### Clock nets, run 1

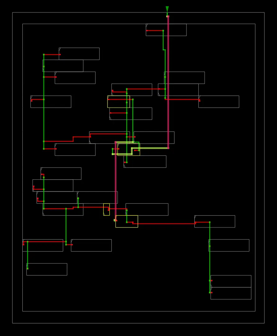
### Met2 routing, run 1

(6 px per um) Cells faint in the background.
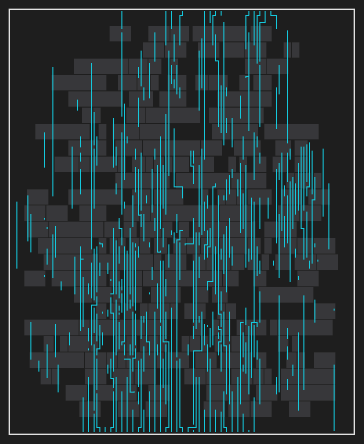
### Cell classes on the final placement, run 1

(6 px per um) Fill, decap, tap and diode cells in gray.
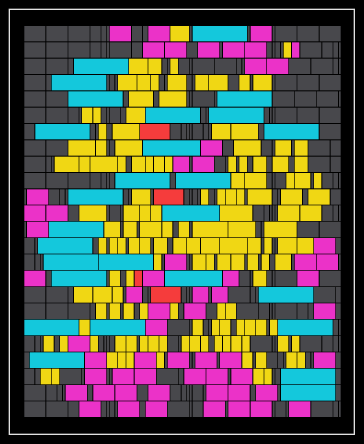
[config.mk]
export PLATFORM = sky130hd
export DESIGN_NAME = reg_load_arbiter
export DESIGN_NICKNAME = d
export VERILOG_FILES = /design/src/rtl/reg_load_arbiter.sv
export SDC_FILE = /design/constraint.sdc
export NUM_CORES = 1
export LEC_CHECK = 0
export CORE_ASPECT_RATIO = 1.25
export CORE_MARGIN = 2
export CORE_UTILIZATION = 45
export CTS_CLUSTER_SIZE = 28
export DETAILED_ROUTE_END_ITERATION = 12
export PLACE_DENSITY = 0.79
export RECOVER_POWER = 25
export SYNTH_ARGS = -nofsm -noshare
export SYNTH_HDL_FRONTEND = slang
export SYNTH_SLANG_ARGS = --single-unit
[constraint.sdc]
create_clock -name clk -period 2.4 [get_ports clk]
set_input_delay 0.24 -clock clk [delete_from_list [all_inputs] [get_ports clk]]
set_output_delay 0.24 -clock clk [all_outputs]
set_load 0.02 [all_outputs]
[src/rtl/reg_load_arbiter.sv]
`default_nettype none
// ============================================================================
// Module   : reg_load_arbiter
// Purpose  : Round-robin arbiter that lets NREQ requesters load or clear
//            one shared register through active-low strobes.
// Revision : 1.0
// ============================================================================
module reg_load_arbiter #(
  parameter int NREQ  = 3,
  parameter int WIDTH = 8
) (
  input  logic                  clk,
  input  logic                  rst,
  input  logic [NREQ-1:0]       req,
  input  logic [NREQ-1:0]       op_clr,
  input  logic [NREQ*WIDTH-1:0] req_data,
  output logic [NREQ-1:0]       gnt,
  output logic                  done,
  output logic                  busy,
  output logic [WIDTH-1:0]      reg_data,
  output logic                  ld_bar,
  output logic                  clr_bar,
  output logic [7:0]            op_count
);

  localparam int IW = (NREQ > 1) ? $clog2(NREQ) : 1;
  // Winner register doubles as the round-robin pointer; resetting it to the
  // last index makes requester 0 the first candidate after reset.
  localparam logic [IW-1:0] C_WIN_INIT = IW'(NREQ - 1);

  typedef enum logic [1:0] {
    S_IDLE    = 2'd0,
    S_ISSUE   = 2'd1,
    S_ACK     = 2'd2,
    S_RELEASE = 2'd3
  } state_t;

  state_t            r_state;
  logic [IW-1:0]     r_win;
  logic [NREQ-1:0]   r_gnt;
  logic              r_done;
  logic              r_busy;
  logic [WIDTH-1:0]  r_reg_data;
  logic              r_ld_bar;
  logic              r_clr_bar;
  logic [7:0]        r_op_count;

  logic [WIDTH-1:0]  w_data [NREQ];
  logic [IW-1:0]     w_idx;
  logic [IW-1:0]     w_pick;
  logic              w_any;

  for (genvar g = 0; g < NREQ; g++) begin : g_unpack
    assign w_data[g] = req_data[g*WIDTH +: WIDTH];
  end

  always_comb begin
    w_any  = 1'b0;
    w_pick = '0;
    w_idx  = '0;
    for (int k = 1; k <= NREQ; k++) begin
      w_idx = IW'((int'(r_win) + k) % NREQ);
      if (!w_any && req[w_idx]) begin
        w_any  = 1'b1;
        w_pick = w_idx;
      end
    end
  end

  always_ff @(posedge clk or posedge rst) begin
    if (rst) begin
      r_state    <= S_IDLE;
      r_win      <= C_WIN_INIT;
      r_gnt      <= '0;
      r_done     <= 1'b0;
      r_busy     <= 1'b0;
      r_reg_data <= '0;
      r_ld_bar   <= 1'b1;
      r_clr_bar  <= 1'b1;
      r_op_count <= 8'd0;
    end else begin
      case (r_state)
        S_IDLE: begin
          if (w_any) begin
            r_state    <= S_ISSUE;
            r_win      <= w_pick;
            r_gnt      <= NREQ'(1) << w_pick;
            r_busy     <= 1'b1;
            r_reg_data <= w_data[w_pick];
            if (op_clr[w_pick]) r_clr_bar <= 1'b0;
            else                r_ld_bar  <= 1'b0;
          end
        end
        S_ISSUE: begin
          r_state    <= S_ACK;
          r_ld_bar   <= 1'b1;
          r_clr_bar  <= 1'b1;
          r_done     <= 1'b1;
          r_op_count <= r_op_count + 8'd1;
        end
        S_ACK: begin
          r_state <= S_RELEASE;
          r_done  <= 1'b0;
        end
        S_RELEASE: begin
          if (!req[r_win]) begin
            r_state <= S_IDLE;
            r_gnt   <= '0;
            r_busy  <= 1'b0;
          end
        end
        default: r_state <= S_IDLE;
      endcase
    end
  end

  assign gnt      = r_gnt;
  assign done     = r_done;
  assign busy     = r_busy;
  assign reg_data = r_reg_data;
  assign ld_bar   = r_ld_bar;
  assign clr_bar  = r_clr_bar;
  assign op_count = r_op_count;

endmodule
`default_nettype wire

==> Changelog: implementation, run 1 <==
## Flow update

- Mux area share: 0.0392
- Grt met3 use: 0.0238
- Cts hold-fix bufs: 0
- Clock power frac: 0.078
- Chip Area, Yosys: 1600 um^2
- Minimum clock period: 2.26 ns
- Most frequent cells in the layout: clkdlybuf4s50_1, nand2_1, dfrtp_1
- Reg2reg path depth: 9
- Clock Path Buffers: 2
- Final Worst Setup Slack: 0.139 ns
- Root buffer cell: clkbuf_8
- TritonCTS clock tree: done
- Combinational power: 2.14 mW
- Max-cap viol count: 0
- Post-synth regs: 27
- DRT antenna net count: 0
- Detailed placement HPWL: 2880 um
- Top cell excl fill/tap: clkdlybuf4s50_1
- Die x size: 57.3 um
- Die Ht: 70.6 um
- Top non-seq family: AND-OR/OR-AND gates
- Cell Type Count: 38
- Global-route wire length before repair: 6080 um
- Worst Clk Skew: 0.00250 ns
- Sequential area share after synthesis: 0.426
- Syn-to-layout area delta: 40.8%
- CTS buffer count: 3
- Total power: 3.21 mW
- Sink Count: 27
- Worst r2r src: r_win[0]
- Final Cycle Share: 0.942
- Total gr overflow: 0
- Placed Cells: 267
- Hold Path Class: register to register
- Worst hold slack: 0.487 ns
- WL met2: 1940 um
- Antenna violations before repair: 0
- GR Util All Layers: 0.190
- P per Cell Area: 1430 nW/um^2
- CP Launch Point: r_win[0]
- Fmax: 442 MHz
- Final setup fails: 0
- Worst-path clk slew: 0.09 ns
- M1 WL: 1610 um
- Layout Nets: 275
- Worst reg2reg endpoint: ld_bar
- Port buffer count: 54
- XOR Share, Synth: 0.0384
- # DRC: 0
- Most Crowded Layer GR: met2
- Cell area after layout: 2250 um^2
- Max-slew violation count: 0
- Simple-gate share of the synthesized area: 0.176
- Synthesized Nets: 218
- Met3 Wirelength: 111 um
- Setup TNS Final: 0 ns
- Final Hold Viols: 0
- EDFF count, synth: 0
- Ant. Diodes: 0
- DR pass1 iterations: 5
- Ys cells: 176
- Dominant flop cell: dfrtp_1
- Vias in the first global route: 1381
- Leakage: 0.987 nW
- Crit. End Element: register
- Critical Path Fanout Max: 9
- H-tree Lvls: 1
- Critical Path Source Type: register
- Vias per cell: 5.11
- Worst slew pin tran: 1.43 ns
- Max Used Layer: met4
- Critical Path RT: 2.60 ns
- WS Path Type: register to register
- Flop pwr share: 0.257
- Synth async-reset ratio: 1.00
- Initial DRC Count: 68
- Hold Path Origin: reg_data[0]
- Top pwr grp: combinational cells
- # IOs: 55
- Cells after Synth: 176
- Pre-CTS setup slack: 0.102 ns
- Crit path DAT: 2.47 ns
- DR WL/cell: 13.7 um
- Seq group: 0.826 mW
- Cell Area, Placed: 2190 um^2
- Status: complete, no violations
- Avg Inst Size Synth: 9.07 um^2
- Pint: 1.74 mW
- Hold Path Cell Cnt: 2
- AO/OA Area Share: 0.194
- Net switching power: 1.47 mW
- Met1 Use GR: 0.243
- Core box area: 3450 um^2
- Post-Synth Adder-Cell Area: 0.0784
- Net Sw Frac: 0.458
- Final Wtd Congestion: 0.808
- VDD IR max: 0.000891 V
- Fraction of layout cells with a size suffix above 1: 0.0948
- Reg2reg setup slack: 0.14 ns
- Relative slew margins: 0.0439
- Largest net degree at the start of global routing: 28
About 'Clock nets':
Clk. pwr: 0.250 mW
registers: 27
clk_lat worst skew: 0.27 ns

About 'Met2 routing':
wire length on this layer = 1940 um
share of all routed wire = 52%
longest straight run = 30.9 um
nets with wire on the layer = 216
main direction = vertical
met2 Use GR: 0.326
Vias: 1386
Total Wirelength: 3720 um

About 'Cell classes on the final placement':
clock drivers and dummy loads -> red  # cells 4, share of their area 2.0%
remaining buffers and delay cells -> magenta  # cells 60, share of their area 26%
registers -> cyan  # cells 27, share of their area 31%
remaining logic cells -> yellow  # cells 141, share of their area 41%
final design utilization: 0.651
Rows: 24

## run 1: cell usage after synthesis (2+ instances only)
| cell type | n | share of area |
|---|---|---|
| a21oi_1 | 20 | 0.063 |
| a22o_1 | 3 | 0.016 |
| buf_2 | 6 | 0.019 |
| buf_4 | 2 | 0.0094 |
| dfrtp_1 | 24 | 0.38 |
| dfstp_2 | 3 | 0.049 |
| ha_1 | 10 | 0.078 |
| inv_1 | 9 | 0.021 |
| mux2_2 | 2 | 0.014 |
| mux2i_1 | 4 | 0.025 |
| nand2_1 | 33 | 0.078 |
| nand2b_1 | 3 | 0.012 |
| nand3_1 | 2 | 0.0063 |
| nand3b_1 | 3 | 0.014 |
| nand4_1 | 4 | 0.016 |
| nor2_1 | 5 | 0.012 |
| nor2b_1 | 3 | 0.012 |
| nor3_1 | 2 | 0.0063 |
| o21ai_0 | 5 | 0.016 |
| o21ai_1 | 9 | 0.028 |
| o22ai_1 | 2 | 0.0078 |
| xnor2_1 | 5 | 0.027 |
| xor2_1 | 2 | 0.011 |
## run 1: layout make-up
class,count,area [um^2]
timing repair buffer,60,582
fill,290,1210
clock buffer,4,45.0
tap,39,48.8
sequential,27,679
inverter,9,33.8
multi-input combinational,132,858
## run 1: repair_timing
action | 4_1_cts | 5_1_grt
resized | 0 | 5
setup buffers | 0 | 0
endpoints found under the setup margin | 0 | 15
## run 1: critical path: stages, from the launching register on
cell	delay, ns
dfrtp_1	0.43
inv_1	0.10
ha_2	0.43
nor2b_1	0.19
o31ai_2	0.08
or2_2	0.34
nand4_1	0.13
nand3_1	0.10
o21ai_0	0.16
a21bo_1	0.22
## run 1: sequential cells by signal, indices dropped and copies added, names as in the netlist
register and count:
busy 1, gnt 3, r_state 2, op_count 8, reg_data 8, clr_bar 1
done 1, r_win 2, ld_bar 1
--- run 2 (diff from run 1) ---
--- a/config.mk
+++ b/config.mk
@@ -5,13 +5,16 @@
 export SDC_FILE = /design/constraint.sdc
 export NUM_CORES = 1
 export LEC_CHECK = 0
+export ABC_CLOCK_PERIOD_IN_PS = 2400
 export CORE_ASPECT_RATIO = 1.25
 export CORE_MARGIN = 2
 export CORE_UTILIZATION = 45
 export CTS_CLUSTER_SIZE = 28
 export DETAILED_ROUTE_END_ITERATION = 12
+export HOLD_SLACK_MARGIN = 0.15
 export PLACE_DENSITY = 0.79
 export RECOVER_POWER = 25
+export SKIP_CTS_REPAIR_TIMING = 1
 export SYNTH_ARGS = -nofsm -noshare
 export SYNTH_HDL_FRONTEND = slang
 export SYNTH_SLANG_ARGS = --single-unit
### Wires at chosen ports, followed through buffers, run 2

(6 px per um)
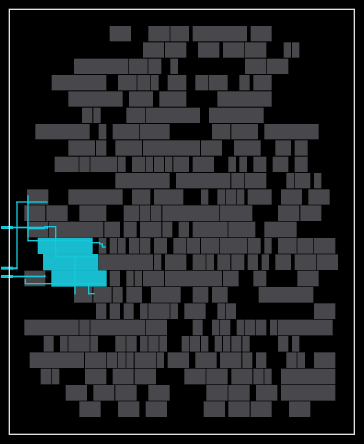
gnt -> cyan  # bits 3, direction output, edge left, end cells 3, buffers 3, wire 89.3 um

==> run 2 against run 1 <==
  * Register-to-register slack barely moved
  * Wire length is the same
  * Sequential power about the same
  * Largest cell class unchanged
  * Die area unchanged
  * Count of clock-buffer cells in the layout unchanged
  * Clock skew stayed put
  * Critical path type unchanged
  * Final area stayed put
  * Flip-flop count did not move
  * Final cell count unchanged
  * Combinational power barely moved
  * Global-route usage unchanged
  * Fmax unchanged
==> Changelog: implementation, run 2 <==
## Flow update

- Top non-seq family: AND-OR/OR-AND gates
- DR WL/cell: 13.7 um
- Avg Inst Size Synth: 9.07 um^2
- Critical Path RT: 2.60 ns
- Chip Area, Yosys: 1600 um^2
- Worst Clk Skew: 0.00250 ns
- Global-route wire length before repair: 6080 um
- Cell chain of the critical path: inv_1, ha_2, nor2b_1, o31ai_2, or2_2, nand4_1, nand3_1, o21ai_0, a21bo_1
- Ys cells: 176
- Total Wirelength: 3720 um
- Top cell excl fill/tap: clkdlybuf4s50_1
- Worst path max stage delay: 0.43 ns
- Yosys top cell by area: dfrtp_1
- DRT antenna net count: 0
- Fp_density: 0.462
- VDD IR max: 0.000891 V
- AO/OA Area Share: 0.194
- # DRC: 0
- Fmax: 442 MHz
- Vias in the first global route: 1381
- Leakage: 0.987 nW
- Final Wtd Congestion: 0.808
- Final Cycle Share: 0.942
- Top-area cell share: 0.376
- P per Cell Area: 1430 nW/um^2
- Syn-to-layout area delta: 40.8%
- Cells after Synth: 176
- Max-slew violation count: 0
- Cell area after layout: 2250 um^2
- Clock Path Buffers: 2
- Post-synth regs: 27
- GR Util All Layers: 0.190
- Clk_lat worst skew: 0.27 ns
- Fraction of layout cells with a size suffix above 1: 0.0948
- Port buffer count: 54
- Tool warnings: 33
- Dominant flop cell: dfrtp_1
- Ant. Diodes: 0
- Vias: 1386
- Setup TNS Final: 0 ns
- Synth async-reset ratio: 1.00
- Simple-gate share of the synthesized area: 0.176
- Relative slew margins: 0.0439
- Worst path top cell family by delay: simple AND/OR/NAND/NOR gates
- EDFF count, synth: 0
- Most frequent cells in the layout: clkdlybuf4s50_1, nand2_1, dfrtp_1
- Minimum clock period: 2.26 ns
- Root buffer cell: clkbuf_8
- Antenna violations before repair: 0
- TritonCTS clock tree: done
- Crit path DAT: 2.47 ns
- Final setup fails: 0
- Worst-path clk slew: 0.09 ns
- Hold Path Class: register to register
- Fill count: 290
- Sink Count: 27
- Vias per cell: 5.11
- Critical Path Source Type: register
- Rows: 24
- Die Ht: 70.6 um
- DR pass1 iterations: 5
- Max-cap viol count: 0
- XOR Share, Synth: 0.0384
- Top cells by count: nand2_1, dfrtp_1, a21oi_1
- Status: complete, no violations
- # IOs: 55
- Chip area: 4040 um^2
- Final Worst Setup Slack: 0.139 ns
- Final Hold Viols: 0
- Synthesized Nets: 218
- Critical Path Fanout Max: 9
- Top cells by area: dfrtp_1, ha_1, nand2_1
- Synth Cell Area: 1600 um^2
- Crit. End Element: register
- Largest net degree at the start of global routing: 28
- Detailed placement HPWL: 2880 um
- Slowest CP cell: dfrtp_1
- Total gr overflow: 0
- Sequential area share after synthesis: 0.426
- Cell Area, Placed: 2190 um^2
- Cell Type Count: 38
- Core box area: 3450 um^2
- WS Path Type: register to register
- Yosys top cell by instances: nand2_1
- Post-Synth Adder-Cell Area: 0.0784
- Layout Nets: 275
- Die x size: 57.3 um
- Mux area share: 0.0392
- Pre-CTS setup slack: 0.102 ns
- Worst slew pin tran: 1.43 ns
- CTS buffer count: 3
- H-tree Lvls: 1
- Initial DRC Count: 68
- Worst path bufs/invs: 1
- Synth warn: 0
run 2: worst paths after layout:
| path | startpoint | endpoint | slack [ns] | cells after the start |
|---|---|---|---|---|
| worst min-delay path | reg_data[0] | reg_data[0] | 0.49 | 2 |
| worst max-delay path | r_win[0] | ld_bar | 0.14 | 9 |
| worst min register to register | reg_data[0] | reg_data[0] | 0.49 | 2 |
| min in group asynchronous | rst | op_count[4] | 0.88 | 3 |
| worst max register to register | r_win[0] | ld_bar | 0.14 | 9 |
| max in group asynchronous | rst | reg_data[5] | 0.68 | 3 |
run 2: power breakdown:
part           switching [mW]  leakage [nW]  internal, mW
Sequential              0.153         0.332         0.673
Clock                   0.132        0.0228         0.119
Combinational            1.19         0.632         0.949
run 2: cells by family after synthesis:
family / after synthesis
AND-OR/OR-AND: 50
buffers and inverters: 17
adder cells (fa/ha/maj): 10
AND/OR/NAND/NOR: 59
XOR/XNOR: 7
flip-flops: 27
multiplexers: 6
run 2: stage by stage:
step | instances | util | power [mW] | hold slack (ns)
floorplan | 176 | - | 2.26 | 0.290
global placement | 267 | 0.633 | 2.86 | 0.461
detailed placement | 267 | 0.633 | 2.90 | 0.472
CTS | 271 | 0.646 | 3.17 | 0.334
global route | 271 | 0.651 | 3.48 | 0.496
finish | 271 | 0.651 | 3.21 | 0.487
run 2: cell type report:
cell class / instances / area (um^2) / area share
Sequential cell: 27 / 679 / 0.302
Timing Repair Buffer: 60 / 582 / 0.259
Clock buffer: 4 / 45.0 / 0.0200
Tap cell: 39 / 48.8 / 0.0217
Inverter: 9 / 33.8 / 0.0150
Multi-Input combinational cell: 132 / 858 / 0.382
run 2: metal layers:
metal  share of wire  track usage  wire [um]
met1            0.43        0.243       1610
met2            0.52        0.326       1940
met3           0.030       0.0238        111
met4           0.018       0.0749         68
met5               0            0          0
--- run 3 (diff from run 2) ---
--- a/config.mk
+++ b/config.mk
@@ -14,6 +14,7 @@
 export HOLD_SLACK_MARGIN = 0.15
 export PLACE_DENSITY = 0.79
 export RECOVER_POWER = 25
+export REMOVE_ABC_BUFFERS = 1
 export SKIP_CTS_REPAIR_TIMING = 1
 export SYNTH_ARGS = -nofsm -noshare
 export SYNTH_HDL_FRONTEND = slang
### Met2 routing, run 3

(6 px per um) Cells faint in the background.
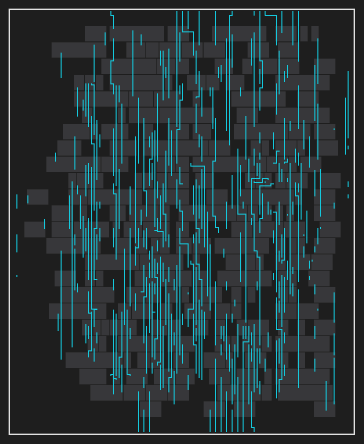
wire length on this layer = 1840 um
main direction = vertical
nets with wire on the layer = 225
share of all routed wire = 50%
Vias: 1426
Total Wirelength: 3700 um

==> run 3 against run 2 <==
  * Wire length fell by 0.75%
  * Clock skew rose by 0.0050 ns
  * Via count rose by 2.9%
  * Critical endpoint is now clr_bar
  * Synthesized area did not move
  * Global-route usage rose by 0.40 points
==> Changelog: implementation, run 3 <==
## Flow update

- Status: complete, no violations
- Avg Inst Size Synth: 9.07 um^2
- Cell area after layout: 2270 um^2
- Vias in the first global route: 1384
- Cell Area, Placed: 2210 um^2
- Net Sw Frac: 0.455
- Relative slew margins: 0.0183
- Rows: 24
- Cells after Synth: 176
- # DRC: 0
- Final setup fails: 0
- GR Util All Layers: 0.194
- Port buffer count: 54
- Clock Path Buffers: 2
- Synth Cell Area: 1600 um^2
- Top cells by area: dfrtp_1, ha_1, nand2_1
- Dominant flop cell: dfrtp_1
- Vias per cell: 5.24
- Root buffer cell: clkbuf_8
- Fmax: 448 MHz
- Crit path DAT: 2.45 ns
- Initial DRC Count: 47
- Ant. Diodes: 0
- Pre-CTS setup slack: 0.0946 ns
- Crit. End Element: register
- Comb pwr share: 0.665
- Leakage: 0.992 nW
- Cell Type Count: 38
- CP dominant cell by count: o21ai_0
- Ys cells: 176
- Most frequent cells in the layout: clkdlybuf4s50_1, nand2_1, dfrtp_1
- Critical Path Source Type: register
- Die Ht: 70.6 um
- Worst slew pin tran: 1.47 ns
- Max-slew violation count: 0
- Final design utilization: 0.658
- WS Path Type: register to register
- Met1 Use GR: 0.242
- Largest net degree at the start of global routing: 28
- Max-cap viol count: 0
- Synth warn: 0
- Setup TNS Final: 0 ns
- Syn-to-layout area delta: 42.3%
- Yosys top cell by area: dfrtp_1
- Worst path bufs/invs: 1
- Pint: 1.78 mW
- Minimum clock period: 2.23 ns
- Critical Path RT: 2.61 ns
- Worst-path clk slew: 0.10 ns
- DRT antenna net count: 0
- Cell chain of the critical path: inv_1, ha_1, nand3b_1, a21boi_1, o221ai_2, a211o_1, a31oi_2, o21ai_0, o21ai_0
- Slowest CP cell: dfstp_2
- Layout Nets: 276
- # IOs: 55
- Final Hold Viols: 0
- Total power: 3.26 mW
- VDD IR max: 0.000851 V
- Core box area: 3450 um^2
- Sequential area share after synthesis: 0.426
- Placed Cells: 268
- Met2 Use GR: 0.333
- H-tree Lvls: 1
- Final cell count without fillers: 272
- Top cells by count: nand2_1, dfrtp_1, a21oi_1
- Net switching power: 1.48 mW
- DR WL/cell: 13.6 um
- Yosys top cell by instances: nand2_1
- Most Crowded Layer GR: met2
- Clock power frac: 0.083
- Worst path max stage delay: 0.58 ns
- Fp_density: 0.462
- Hold Path Class: register to register
- Chip area: 4040 um^2
- Worst path top cell family by delay: AND-OR/OR-AND gates
- Top-area cell share: 0.376
- Worst hold slack: 0.481 ns
- Die x size: 57.3 um
- Antenna violations before repair: 0
- Worst Clk Skew: 0.00748 ns
- Grt met3 use: 0.0402
- Critical Path Fanout Max: 6
- Detailed placement HPWL: 2740 um
- Final Worst Setup Slack: 0.167 ns
- CTS buffer count: 3
- Post-synth regs: 27
- Sink Count: 27
- Tool warnings: 32
- Flop pwr share: 0.253
- Final Cycle Share: 0.931
- P per Cell Area: 1430 nW/um^2
- Synth async-reset ratio: 1.00
- Final Wtd Congestion: 0.777
- Chip Area, Yosys: 1600 um^2
- EDFF count, synth: 0
- Clk_lat worst skew: 0.28 ns
- TritonCTS clock tree: done
- Top cell excl fill/tap: clkdlybuf4s50_1
run 3: worst paths after layout:
path | cells after the start | from | slack [ns] | endpoint
worst max-delay path | 9 | r_win[1] | 0.17 | clr_bar
worst min-delay path | 1 | op_count[7] | 0.48 | op_count[7]
worst max register to register | 9 | r_win[1] | 0.17 | clr_bar
worst min register to register | 1 | op_count[7] | 0.48 | op_count[7]
max in group asynchronous | 3 | rst | 0.55 | r_win[0]
min in group asynchronous | 3 | rst | 0.88 | op_count[7]
run 3: cell families (layout without fill, tap and decap cells):
logic type / Yosys count / in the layout / share of synthesized area
xor gates and xnor gates: 7 / 7 / 0.0384
and+or+nand+nor: 59 / 59 / 0.176
muxes: 6 / 6 / 0.0392
AOI/OAI and AO/OA: 50 / 50 / 0.194
adders and majority gates: 10 / 10 / 0.0784
buffers and inverters: 17 / 74 / 0.0494
DFF: 27 / 27 / 0.426
run 3: power groups by stage:
stage / Combinational (mW) / Clock (mW) / Sequential [mW]
2_1_floorplan: 1.18 / 0 / 1.01
3_3_place_gp: 2.08 / 0 / 0.830
3_5_place_dp: 2.13 / 0 / 0.831
4_1_cts: 2.13 / 0.276 / 0.824
5_1_grt: 2.39 / 0.295 / 0.853
6_report: 2.17 / 0.269 / 0.824
run 3: final cells by class:
type	count	area, um^2
Fill cell	285	1180
Sequential cell	27	681
Tap cell	39	48.8
Timing Repair Buffer	61	602
Clock inverter	1	7.51
Clock buffer	3	41.3
Inverter	9	33.8
Multi-Input combinational cell	132	858
run 3: metal layers:
layer  part of all wire  wire, um
met1               0.44      1630
met2               0.50      1840
met3              0.050       184
met4              0.011        41
met5                  0         0
No activity file was given, so power comes from the tool's default toggle rates.
